<file path="src/rtl/vram_console_ctrl.sv">
// Byte-stream text console writer for the 80x30 character VRAM: cursor tracking,
// control-code decode, hardware scroll (row copy + blank fill) and clear-screen.
//   state     | meaning
//   IDLE      | ready for a byte; decodes it on accept
//   WRITE     | single cell write, cursor update at end of cycle
//   SCROLL_RD | read cell p+COLS
//   SCROLL_WR | write the read word to cell p
//   FILL      | blank fill, one cell per cycle
module vram_console_ctrl #(
  parameter int          COLS       = 80,
  parameter int          ROWS       = 30,
  parameter logic [7:0]  BLANK_CHAR = 8'h20
) (
  input  logic        clk_25mhz,
  input  logic        reset,
  input  logic [7:0]  char_in,
  input  logic [7:0]  attr_in,
  input  logic        char_valid,
  output logic        char_ready,
  output logic [19:0] vram_addr,
  output logic [15:0] vram_wdata,
  output logic        vram_we,
  output logic        vram_re,
  input  logic [15:0] vram_rdata,
  output logic [6:0]  cursor_x,
  output logic [4:0]  cursor_y,
  output logic        busy
);

  localparam logic [19:0] ROW_LEN     = 20'(COLS);
  localparam logic [19:0] LAST_CELL   = 20'(ROWS*COLS-1);
  localparam logic [19:0] SCROLL_LAST = 20'((ROWS-1)*COLS-1);
  localparam logic [19:0] BOTTOM_ROW  = 20'((ROWS-1)*COLS);
  localparam logic [6:0]  X_MAX       = 7'(COLS-1);
  localparam logic [4:0]  Y_MAX       = 5'(ROWS-1);

  typedef enum logic [2:0] {IDLE, WRITE, SCROLL_RD, SCROLL_WR, FILL} state_t;

  state_t      state_q;
  logic [6:0]  cx_q, nx_q;
  logic [4:0]  cy_q, ny_q;
  logic [19:0] addr_q, ptr_q;
  logic [15:0] wdata_q;
  logic [7:0]  attr_q;
  logic        we_q, re_q, scroll_q, clr_q;

  logic [6:0]  bs_x_d, adv_x_d;
  logic [4:0]  bs_y_d, adv_y_d;
  logic        bs_move_d, adv_scroll_d;
  logic [19:0] cur_cell_d, bs_cell_d;

  always_comb begin
    bs_x_d       = cx_q;
    bs_y_d       = cy_q;
    bs_move_d    = 1'b1;
    if (cx_q != 7'd0) begin
      bs_x_d = cx_q - 7'd1;
    end else if (cy_q != 5'd0) begin
      bs_x_d = X_MAX;
      bs_y_d = cy_q - 5'd1;
    end else begin
      bs_move_d = 1'b0;
    end
    adv_x_d      = cx_q + 7'd1;
    adv_y_d      = cy_q;
    adv_scroll_d = 1'b0;
    if (cx_q == X_MAX) begin
      adv_x_d = 7'd0;
      if (cy_q != Y_MAX) adv_y_d = cy_q + 5'd1;
      else               adv_scroll_d = 1'b1;
    end
  end

  assign cur_cell_d = 20'(cy_q) * ROW_LEN + 20'(cx_q);
  assign bs_cell_d  = 20'(bs_y_d) * ROW_LEN + 20'(bs_x_d);

  always_ff @(posedge clk_25mhz or posedge reset) begin
    if (reset) begin
      state_q  <= IDLE;
      cx_q     <= '0;
      cy_q     <= '0;
      nx_q     <= '0;
      ny_q     <= '0;
      addr_q   <= '0;
      ptr_q    <= '0;
      wdata_q  <= '0;
      attr_q   <= '0;
      we_q     <= 1'b0;
      re_q     <= 1'b0;
      scroll_q <= 1'b0;
      clr_q    <= 1'b0;
    end else begin
      case (state_q)
        IDLE: begin
          we_q <= 1'b0;
          re_q <= 1'b0;
          if (char_valid) begin
            attr_q <= attr_in;
            case (char_in)
              8'h0A: begin
                cx_q <= '0;
                if (cy_q != Y_MAX) begin
                  cy_q <= cy_q + 5'd1;
                end else begin
                  state_q <= SCROLL_RD;
                  ptr_q   <= '0;
                  addr_q  <= ROW_LEN;
                  re_q    <= 1'b1;
                end
              end
              8'h0D: cx_q <= '0;
              8'h08: begin
                if (bs_move_d) begin
                  state_q  <= WRITE;
                  addr_q   <= bs_cell_d;
                  wdata_q  <= {attr_in, BLANK_CHAR};
                  we_q     <= 1'b1;
                  nx_q     <= bs_x_d;
                  ny_q     <= bs_y_d;
                  scroll_q <= 1'b0;
                end
              end
              8'h0C: begin
                state_q <= FILL;
                addr_q  <= '0;
                wdata_q <= {attr_in, BLANK_CHAR};
                we_q    <= 1'b1;
                clr_q   <= 1'b1;
              end
              default: begin
                state_q  <= WRITE;
                addr_q   <= cur_cell_d;
                wdata_q  <= {attr_in, char_in};
                we_q     <= 1'b1;
                nx_q     <= adv_x_d;
                ny_q     <= adv_y_d;
                scroll_q <= adv_scroll_d;
              end
            endcase
          end
        end
        WRITE: begin
          cx_q <= nx_q;
          cy_q <= ny_q;
          we_q <= 1'b0;
          if (scroll_q) begin
            state_q <= SCROLL_RD;
            ptr_q   <= '0;
            addr_q  <= ROW_LEN;
            re_q    <= 1'b1;
          end else begin
            state_q <= IDLE;
          end
        end
        SCROLL_RD: begin
          re_q    <= 1'b0;
          we_q    <= 1'b1;
          addr_q  <= ptr_q;
          state_q <= SCROLL_WR;
        end
        SCROLL_WR: begin
          we_q <= 1'b0;
          if (ptr_q == SCROLL_LAST) begin
            state_q <= FILL;
            addr_q  <= BOTTOM_ROW;
            wdata_q <= {attr_q, BLANK_CHAR};
            we_q    <= 1'b1;
            clr_q   <= 1'b0;
          end else begin
            ptr_q   <= ptr_q + 20'd1;
            addr_q  <= ptr_q + 20'd1 + ROW_LEN;
            re_q    <= 1'b1;
            state_q <= SCROLL_RD;
          end
        end
        FILL: begin
          if (addr_q == LAST_CELL) begin
            we_q    <= 1'b0;
            state_q <= IDLE;
            clr_q   <= 1'b0;
            if (clr_q) begin
              cx_q <= '0;
              cy_q <= '0;
            end
          end else begin
            addr_q <= addr_q + 20'd1;
          end
        end
        default: state_q <= IDLE;
      endcase
    end
  end

  // The copied word comes straight from the read issued in the previous cycle.
  assign vram_wdata = (state_q == SCROLL_WR) ? vram_rdata : wdata_q;
  assign vram_addr  = addr_q;
  assign vram_we    = we_q;
  assign vram_re    = re_q;
  assign char_ready = (state_q == IDLE);
  assign busy       = ~char_ready;
  assign cursor_x   = cx_q;
  assign cursor_y   = cy_q;

endmodule

</file>
<file path="config.mk">
export PLATFORM = sky130hd
export DESIGN_NAME = vram_console_ctrl
export DESIGN_NICKNAME = d
export VERILOG_FILES = /design/src/rtl/vram_console_ctrl.sv
export SDC_FILE = /design/constraint.sdc
export NUM_CORES = 1
export LEC_CHECK = 0
export CORE_MARGIN = 2
export CORE_UTILIZATION = 35
export CTS_CLUSTER_SIZE = 10
export DETAILED_ROUTE_END_ITERATION = 10
export PLACE_DENSITY = 0.6
export SLEW_MARGIN = 5
export SYNTH_ARGS = -nofsm -noshare
export SYNTH_HDL_FRONTEND = slang
export SYNTH_SLANG_ARGS = --single-unit
</file>
<file path="constraint.sdc">
create_clock -name clk_25mhz -period 7.6 [get_ports clk_25mhz]
set_clock_uncertainty 0.2 [all_clocks]
set_input_delay 0.76 -clock clk_25mhz [delete_from_list [all_inputs] [get_ports clk_25mhz]]
set_output_delay 0.76 -clock clk_25mhz [all_outputs]
set_load 0.02 [all_outputs]
</file>
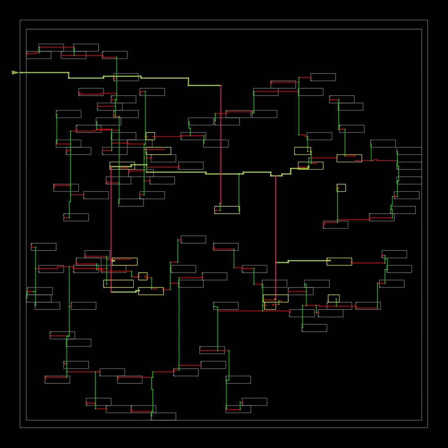
*Clock nets, run 1*
P_clk: 0.503 mW
clock buffers: 9
Latency at later pin: 360 ps
flip-flops: 95

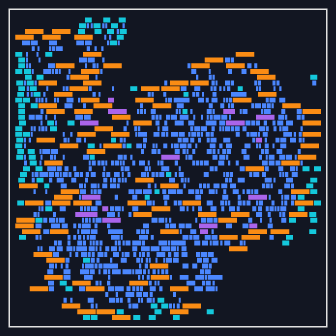
*Placement by cell class, run 1*
cyan -> other buffers and delay cells  # cells 96
orange -> flip-flops  # cells 95
blue -> all other logic  # cells 784
purple -> clock drivers and dummy loads  # cells 16
Final Core Density: 0.421
core area: 21000 µm²

==> reports/results.txt, run 1 <==
worst-margin pin slew: 1150 ps
Pre-Repair DR Iteration Count: 5
Nets: 1051
VDD IR max: 0.000181 V
# rows: 53
Top Family by Delay on Critical Path: simple AND/OR/NAND/NOR gates
post-CTS setup buffer count: 0
area leader, netlist: dfrtp_1
OpenROAD warnings: 30
Design Area, Final: 8840 µm²
NetSw: 1.73 mW
Crit Path Max Fanout: 8
Comb area: 4750 µm²
final hold vios: 0
dpl hpwl: 16500 µm
status: finished clean
Final Hold Slack: 284 ps
worst hold stages: 1
Seq share, synth: 0.317
top power group: combinational cells
register area: 2380 µm²
Die Area: 22600 µm²
CTS resizes: 0
Max Clock Freq: 221 MHz
tap cell count: 275
Worst Setup SP: cursor_x[0]$_DFFE_PP0P_
fillcell total: 2137
CP peak stage delay: 470 ps
fraction of area in multi-input gates: 0.538
#MultiIn Comb: 755
antenna fix cells: 0
DR WL/cell: 17.9 µm
Synth Instances: 945
max_cap viols: 0
DRT iter0 DRCs: 674
Most Used Layer, Global Route: met2
first-pass GRT wire length: 37100 µm
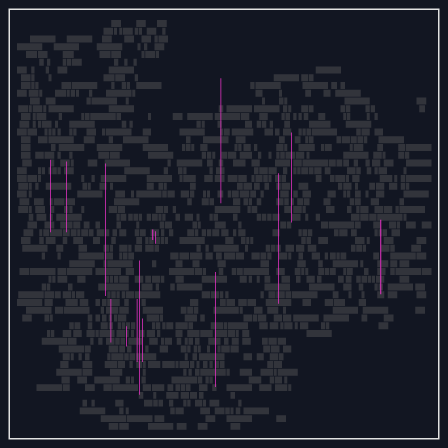
*The metal 4 layer, run 1*
Cells faint in the background.
main direction = vertical
share of all routed wire = 1.7%
longest straight run = 46.9 µm
wire length on this layer = 395 µm
Via Count: 7248
WL final: 22700 µm

### Clock wires, drivers and flops, run 1

Scale bar: 50 µm.
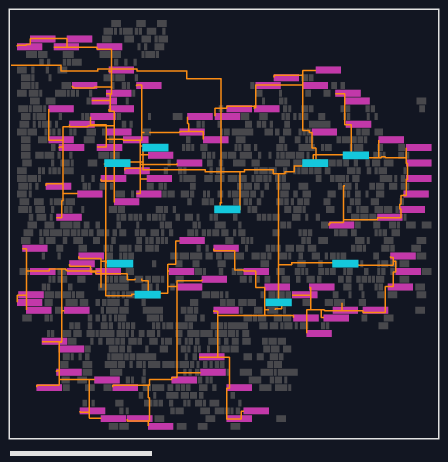

==> run 2: changes to the inputs <==
Clock period 7.6 ns to 4.25 ns, I/O delays scaled along.
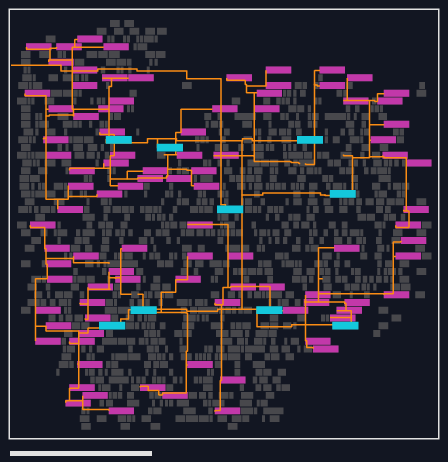
*Clock wires, drivers and flops, run 2*
Scale bar: 50 µm.
magenta -> flip-flops  # count 95
orange -> clock wires  # length 1520 µm
cyan -> cells driving clock nets  # count 9
flops lie = widely spread
P_clk: 0.904 mW
Clk pwr share: 0.137

==> reports/results.txt, run 2 <==
area leader, netlist: dfrtp_1
Latency at later pin: 360 ps (about the same)
CP peak stage delay: 470 ps (about the same)
Final Core Density: 0.430 (+0.00958)
post-CTS setup buffer count: 0 (unchanged)
core area: 21000 µm² (unchanged)
fraction of area in multi-input gates: 0.526 (-0.0110)
worst-margin pin slew: 862 ps (-288 ps)
DR WL/cell: 18.2 µm (+1.3%)
status: finished clean
CTS resizes: 0 (unchanged)
Seq share, synth: 0.317 (unchanged)
Max Clock Freq: 252 MHz (+14%)
dpl hpwl: 17300 µm (+4.5%)
Via Count: 7416 (+2.3%)
flip-flops: 95 (unchanged)
Synth Instances: 945 (unchanged)
Top Family by Delay on Critical Path: simple AND/OR/NAND/NOR gates
fillcell total: 2134 (-0.14%)
max_cap viols: 0 (unchanged)
==> run 3: changes to the inputs <==
Settings changed: CAP_MARGIN set to 15.
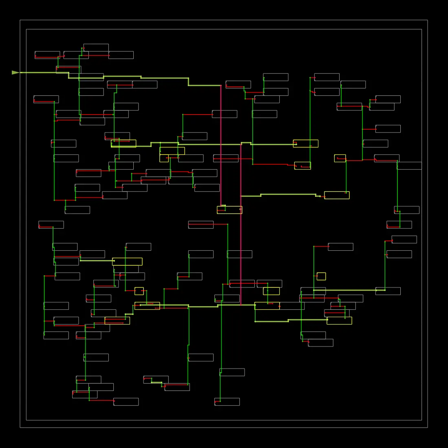
*Clock nets, run 3*
CTS buffer count: 9
clock sinks: 95

==> reports/results.txt, run 3 <==
status: finished clean
Seq share, synth: 0.317 (unchanged)
Top Family by Delay on Critical Path: simple AND/OR/NAND/NOR gates
IO Pins: 87
met3 wire len: 1360 µm
dpl hpwl: 17300 µm (unchanged)
Max Clock Freq: 252 MHz (unchanged)
max_cap viols: 0 (unchanged)
CP peak stage delay: 470 ps (about the same)
Latency at later pin: 360 ps (about the same)
area leader, netlist: dfrtp_1
Die Area: 22600 µm²
flip-flops: 95 (unchanged)
core area: 21000 µm² (unchanged)
post-CTS setup buffer count: 0 (unchanged)
Clk pwr share: 0.137 (about the same)
# rows: 53
Final Core Density: 0.430 (unchanged)
P_clk: 0.904 mW (about the same)
Comb. pwr: 4.07 mW
Synth Instances: 945 (unchanged)
worst-margin pin slew: 862 ps (unchanged)
Top class by area: combinational gates
Hold Path Class: in2async
CTS resizes: 0 (unchanged)
Comb area: 4760 µm²
register area: 2380 µm²
Post-synth regs: 95
DR WL/cell: 18.2 µm (unchanged)
Power figures rest on the tool's default switching activity, not on a simulated workload.
